`src/rtl/alu_share_arbiter.sv`:
```
// alu_share_arbiter: shares one 8-bit ALU among NUM_REQ requesters.
// A round-robin arbiter picks one pending request, drives it onto the ALU bus,
// waits ALU_LAT cycles, captures the 16-bit result and hands it back to the
// owner over a response handshake. Only one operation is ever in flight.
//
// Ports:
//   clk, rst_n            clock, synchronous active-low reset
//   req_valid/req_ready   per-requester request handshake (ready is one-hot)
//   req_a, req_b, req_s   packed per-requester operands / opcode
//   rsp_valid/rsp_ready   per-requester response handshake (valid is one-hot)
//   rsp_data              captured ALU result, shared by all requesters
//   alu_a, alu_b, alu_s   registered ALU operand / opcode bus
//   alu_out               ALU result
//   busy                  high whenever not idle
//   grant_id              index of the current or last owner
module alu_share_arbiter #(
    parameter int unsigned NUM_REQ = 4,
    parameter int unsigned ALU_LAT = 1
) (
    input  logic                       clk,
    input  logic                       rst_n,
    input  logic [NUM_REQ-1:0]         req_valid,
    input  logic [8*NUM_REQ-1:0]       req_a,
    input  logic [8*NUM_REQ-1:0]       req_b,
    input  logic [4*NUM_REQ-1:0]       req_s,
    output logic [NUM_REQ-1:0]         req_ready,
    output logic [NUM_REQ-1:0]         rsp_valid,
    output logic [15:0]                rsp_data,
    input  logic [NUM_REQ-1:0]         rsp_ready,
    output logic [7:0]                 alu_a,
    output logic [7:0]                 alu_b,
    output logic [3:0]                 alu_s,
    input  logic [15:0]                alu_out,
    output logic                       busy,
    output logic [$clog2(NUM_REQ)-1:0] grant_id
);

    localparam int unsigned IdW  = $clog2(NUM_REQ);
    localparam int unsigned SumW = IdW + 1;
    localparam int unsigned CntW = $clog2(ALU_LAT + 1);

    typedef enum logic [1:0] {StIdle, StExec, StResp} state_e;

    state_e             state_q, state_d;
    logic [CntW-1:0]    cnt_q;
    logic [IdW-1:0]     last_q;
    logic [IdW-1:0]     grant_id_q;
    logic [7:0]         alu_a_q, alu_b_q;
    logic [3:0]         alu_s_q;
    logic [NUM_REQ-1:0] rsp_valid_q;
    logic [15:0]        rsp_data_q;
    logic               busy_q;

    logic               found;
    logic [IdW-1:0]     win;
    logic [SumW-1:0]    sum;
    logic [7:0]         sel_a, sel_b;
    logic [3:0]         sel_s;
    logic               accept;

    // Round-robin search starting just after the last owner, wrapping back to it.
    // The sum is one bit wider so last+k never overflows before the wrap.
    always_comb begin
        found = 1'b0;
        win   = '0;
        sum   = '0;
        for (int unsigned k = 1; k <= NUM_REQ; k++) begin
            sum = {1'b0, last_q} + SumW'(k);
            if (sum >= SumW'(NUM_REQ)) begin
                sum = sum - SumW'(NUM_REQ);
            end
            if (!found && req_valid[sum[IdW-1:0]]) begin
                found = 1'b1;
                win   = sum[IdW-1:0];
            end
        end
    end

    // Operand mux for the winning requester.
    always_comb begin
        sel_a = '0;
        sel_b = '0;
        sel_s = '0;
        for (int unsigned i = 0; i < NUM_REQ; i++) begin
            if (win == IdW'(i)) begin
                sel_a = req_a[8*i +: 8];
                sel_b = req_b[8*i +: 8];
                sel_s = req_s[4*i +: 4];
            end
        end
    end

    // Next state and request handshake. req_ready is forced low while reset is held.
    always_comb begin
        state_d   = state_q;
        req_ready = '0;
        accept    = 1'b0;
        case (state_q)
            StIdle: begin
                if (found && rst_n) begin
                    accept         = 1'b1;
                    req_ready[win] = 1'b1;
                    state_d        = StExec;
                end
            end
            StExec: begin
                if (cnt_q == CntW'(1)) begin
                    state_d = StResp;
                end
            end
            StResp: begin
                if (rsp_ready[grant_id_q]) begin
                    state_d = StIdle;
                end
            end
            default: state_d = StIdle;
        endcase
    end

    always_ff @(posedge clk) begin
        if (!rst_n) begin
            state_q     <= StIdle;
            cnt_q       <= '0;
            last_q      <= IdW'(NUM_REQ - 1);
            grant_id_q  <= '0;
            alu_a_q     <= '0;
            alu_b_q     <= '0;
            alu_s_q     <= '0;
            rsp_valid_q <= '0;
            rsp_data_q  <= '0;
            busy_q      <= 1'b0;
        end else begin
            state_q <= state_d;
            busy_q  <= (state_d != StIdle);
            if (accept) begin
                alu_a_q    <= sel_a;
                alu_b_q    <= sel_b;
                alu_s_q    <= sel_s;
                grant_id_q <= win;
                last_q     <= win;
                cnt_q      <= CntW'(ALU_LAT);
            end
            if (state_q == StExec) begin
                cnt_q <= cnt_q - CntW'(1);
                if (cnt_q == CntW'(1)) begin
                    rsp_data_q              <= alu_out;
                    rsp_valid_q[grant_id_q] <= 1'b1;
                end
            end
            if ((state_q == StResp) && rsp_ready[grant_id_q]) begin
                rsp_valid_q <= '0;
            end
        end
    end

    assign alu_a     = alu_a_q;
    assign alu_b     = alu_b_q;
    assign alu_s     = alu_s_q;
    assign rsp_valid = rsp_valid_q;
    assign rsp_data  = rsp_data_q;
    assign busy      = busy_q;
    assign grant_id  = grant_id_q;

endmodule
```
`config.mk`:
```
export PLATFORM = sky130hd
export DESIGN_NAME = alu_share_arbiter
export DESIGN_NICKNAME = d
export VERILOG_FILES = /design/src/rtl/alu_share_arbiter.sv
export SDC_FILE = /design/constraint.sdc
export NUM_CORES = 1
export LEC_CHECK = 0
export ABC_CLOCK_PERIOD_IN_PS = 3800
export CORE_MARGIN = 2
export CORE_UTILIZATION = 40
export CTS_BUF_LIST = sky130_fd_sc_hd__clkbuf_16
export DETAILED_ROUTE_END_ITERATION = 6
export PLACE_DENSITY_LB_ADDON = 0.1
export SYNTH_ARGS = -nofsm -noshare
export SYNTH_HDL_FRONTEND = slang
export SYNTH_SLANG_ARGS = --single-unit
export TNS_END_PERCENT = 1
```
`constraint.sdc`:
```
create_clock -name clk -period 3.8 [get_ports clk]
set_input_delay 0.38 -clock clk [delete_from_list [all_inputs] [get_ports clk]]
set_output_delay 0.38 -clock clk [all_outputs]
set_load 0.005 [all_outputs]
```
==> flow_summary.json <==
{
  "post-route-period-util_pct": 92.4,
  "ys_types": 42,
  "critPathArrivalTime_ns": 3.13,
  "routed_wl_um": 7430,
  "drt_iter0_markers": 85,
  "ctsHoldBuffers": 0,
  "min_from": "rsp_data[14]$_SDFFE_PN0P_",
  "grt_pass1_vias": 2411,
  "layout_top_cell": "clkdlybuf4s50_1",
  "dr.pass1.iters": 4,
  "ant_nets": 0,
  "clock_path_buffers": 2,
  "syn-instance-count": 278,
  "final_area_um2": 4120,
  "finalSetupViolCount": 0,
  "area_delta_synth_final_pct": 69.5,
  "timing.setup.tns_ns": 0,
  "vdd_drop_max_mv": 0.231,
  "pre_cts_ws_ns": 0.290,
  "rsz0062_at_grt": "false",
  "finalMaxSlewViolations": 0,
  "die-height_um": 82.0,
  "finalHoldViolations": 0,
  "nets": 524,
  "wl_per_cell_um": 15.0,
  "whs_ns": 0.465,
  "postSynthSeqShare_pct": 39.5,
  "clock_latency_ns": 0.29,
  "die_w_um": 82.0,
  "drcViolationCount": 0,
  "powerDensity_nw_per_um2": 385,
  "nFillCells": 471,
  "path_class": "flop to output pin",
  "layout_min_cycle_time_ns": 3.51,
  "maxCapViolCount": 0,
  "required_ns": 3.42,
  "synth_nets": 384,
  "warnings": 26,
  "power_leakage_nw": 1.54,
  "place_area_um2": 3950,
  "cts_sinks": 48,
  "end_kind": "output pin",
  "yosys_warnings": 0,
  "io_buffers": 152,
  "clock_skew_ns": 0.00445,
  "synth-edff-count": 0,
  "num_antenna_cells": 0,
  "timing.rr.start": "last_q[1]$_SDFFE_PN1P_",
  "lay_top_cells": "clkdlybuf4s50_1, dfxtp_1, nand2_1",
  "htree_levels": 2,
  "grt_usage_pct": 21.8,
  "critPathLaunchType": "flop",
  "tightest_slew_ns": 1.22,
  "worstSetupStartpoint": "last_q[1]$_SDFFE_PN1P_",
  "cp_max_fo": 20,
  "yosysChipArea_um2": 2430,
  "dr_total_vias": 2603,
  "grt_pass1_wl_um": 11300,
  "hpwl_um": 5560,
  "viasPerCell": 5.27,
  "cts_root_buffer": "clkbuf_16",
  "synth_stat.cells": 278,
  "grt_start_max_net_pins": 26,
  "clk_pin_slew_ns": 0.07,
  "ios": 153,
  "numCtsBuffers": 5,
  "status": "completed",
  "syn_area_per_cell_um2": 8.75,
  "ff_type": "dfxtp_1",
  "ys_async_sr_fraction_pct": 0,
  "post_cts_resized": 0,
  "hold_path_class": "flop to flop",
  "die_area_um2": 6720,
  "synth-seq-cells": 48,
  "gr-total-overflow": 0,
  "fin_ws_ns": 0.289,
  "netlist_area_um2": 2430,
  "antenna_found_initial": 0,
  "cts_tree": "built",
  "max_slew_margin_pct": 18.6
}
-- Yosys cell counts, types with 2 or more instances --
cell type	n	area, um^2
or2_2	3	18.8
nor2b_1	2	12.5
mux2_1	3	33.8
clkbuf_1	11	41.3
buf_6	2	22.5
a221o_1	13	130
o21ai_0	19	95.1
buf_2	4	20.0
buf_4	4	30.0
nor2_1	11	41.3
dfxtp_1	48	961
and3_1	9	56.3
a211oi_1	12	90.1
a21oi_1	16	80.1
mux2_2	10	113
a31oi_1	2	12.5
a21boi_0	20	150
nand3_1	15	75.1
nand2_1	43	161
mux2i_1	9	90.1
-- worst max-delay path, cell delays in order (launching register included) --
cell	delay, ns
dfxtp_1	0.49
mux2i_1	0.31
a2bb2oi_2	0.67
nand2_2	0.47
and2_1	0.29
and3_1	0.18
clkdlybuf4s50_1	0.44
-- cells by family after synthesis --
group / count (synthesis) / synth area share (%)
DFF: 48 / 39.5
buffers and inverters: 23 / 4.99
AOI/OAI and AO/OA: 91 / 26.4
and+or+nand+nor: 93 / 18.5
muxes: 23 / 10.6
-- worst paths after layout --
check / to / slack [ns] / cells after the start
setup / recovery: req_ready[1] / 0.29 / 6
setup reg to reg: alu_b[4]$_SDFFE_PN0P_ / 1.00 / 5
hold reg to reg: rsp_data[14]$_SDFFE_PN0P_ / 0.46 / 2
hold / removal: rsp_data[14]$_SDFFE_PN0P_ / 0.46 / 2
-- area by class of cell --
class / count / area [um^2] / share of cell area, %
Tap cell: 75 / 93.8 / 2.28
Clock buffer: 5 / 125 / 3.03
Clock inverter: 3 / 46.3 / 1.12
Sequential cell: 48 / 961 / 23.3
Inverter: 1 / 3.75 / 0.0910
Multi-Input combinational cell: 207 / 1350 / 32.7
Timing Repair Buffer: 155 / 1540 / 37.4
-- power by group --
part | switching [W] | internal [W] | total, W | leakage [nW]
Clock | 0.000197 | 0.000313 | 0.000510 | 0.0804
Sequential | 0.0000398 | 0.000561 | 0.000601 | 0.395
Combinational | 0.000189 | 0.000289 | 0.000478 | 1.06
Total | 0.000425 | 0.00116 | 0.00159 | 1.54
-- registers in the layout (all words and copies together), names as in the netlist, 2 cells and up --
| register | count |
|---|---|
| alu_a | 8 |
| alu_b | 8 |
| alu_s | 4 |
| grant_id | 2 |
| last_q | 2 |
| rsp_data | 16 |
| rsp_valid | 4 |
| state_q | 2 |
-- routing by layer --
| metal | vias to the layer above | track usage (%) | share of wire (%) | routed length [um] |
|---|---|---|---|---|
| li1 | 1295 | - | - | - |
| met1 | 1188 | 25.1 | 41 | 3010 |
| met2 | 104 | 37.0 | 49 | 3610 |
| met3 | 16 | 8.35 | 8.8 | 650 |
| met4 | 0 | 7.67 | 2.1 | 156 |
| met5 | - | 0 | 0 | 0 |
-- metrics by stage --
stage,instances,utilization (%),power [W]
6_report,494,70.1,0.00159
5_1_grt,494,70.1,0.00167
4_1_cts,494,70.1,0.00160
3_5_place_dp,486,67.2,0.00109
3_3_place_gp,486,67.2,0.00108
2_1_floorplan,278,-,0.000835
==> images/placement_by_type.png <==
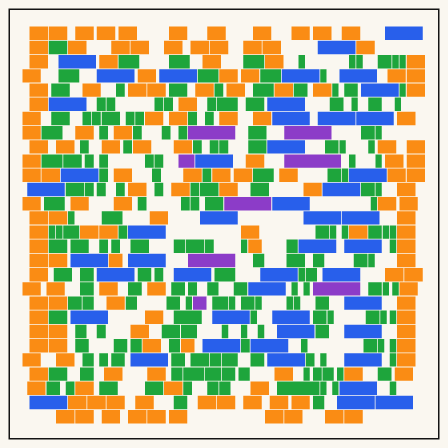
[combinational and other logic] green | cells: 208 | share of their area: 34%
[clock drivers and dummy loads] purple | cells: 8 | share of their area: 4.3%
[flops] blue | cells: 48 | share of their area: 24%
[other buffers and delay cells] orange | cells: 155 | share of their area: 38%
fraction of area in registers: 23.3%
core area: 5890 um^2

==> images/layer_met3.png <==
The bar under the picture is 20 um long.
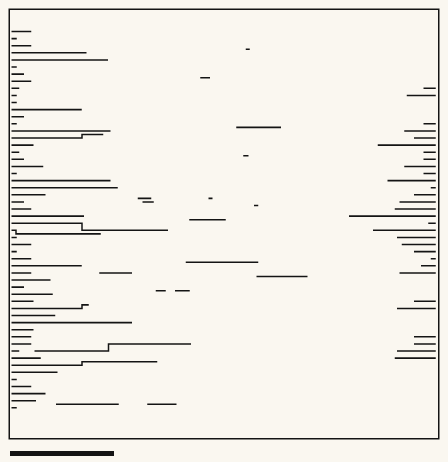
share of all routed wire: 8.8%
wire length on this layer: 651 um

==> images/flops_by_reg.png <==
The bar under the picture is 20 um long. Other sequential cells in the stronger gray, the rest of the logic in the fainter gray.
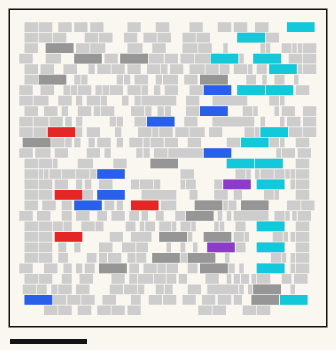
[`alu_s`] red | placed flops: 4 | where: left middle
[`alu_b`] blue | placed flops: 8
[`state_q`] purple | placed flops: 2
[`rsp_data`] cyan | placed flops: 16

==> images/placement.png <==
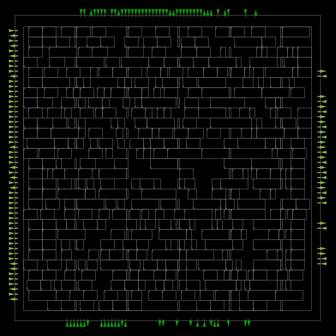
num rows: 28
fin cells: 494
flop count: 48
Tap Count: 75

==> images/cell_density.png <==
8 x 8 tiles, from white (low) to dark blue (high), 0 to 100% covered.
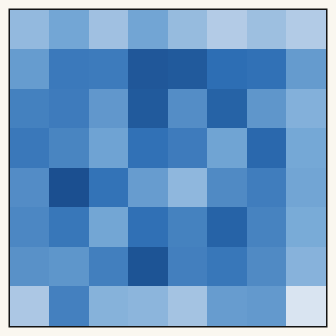
mean over tiles: 60%
tiles over 75% full: 13%
fullest tile: 87%
post-layout util: 70.1%
fp_density: 41.3%

Power and IR drop assume default switching activity.
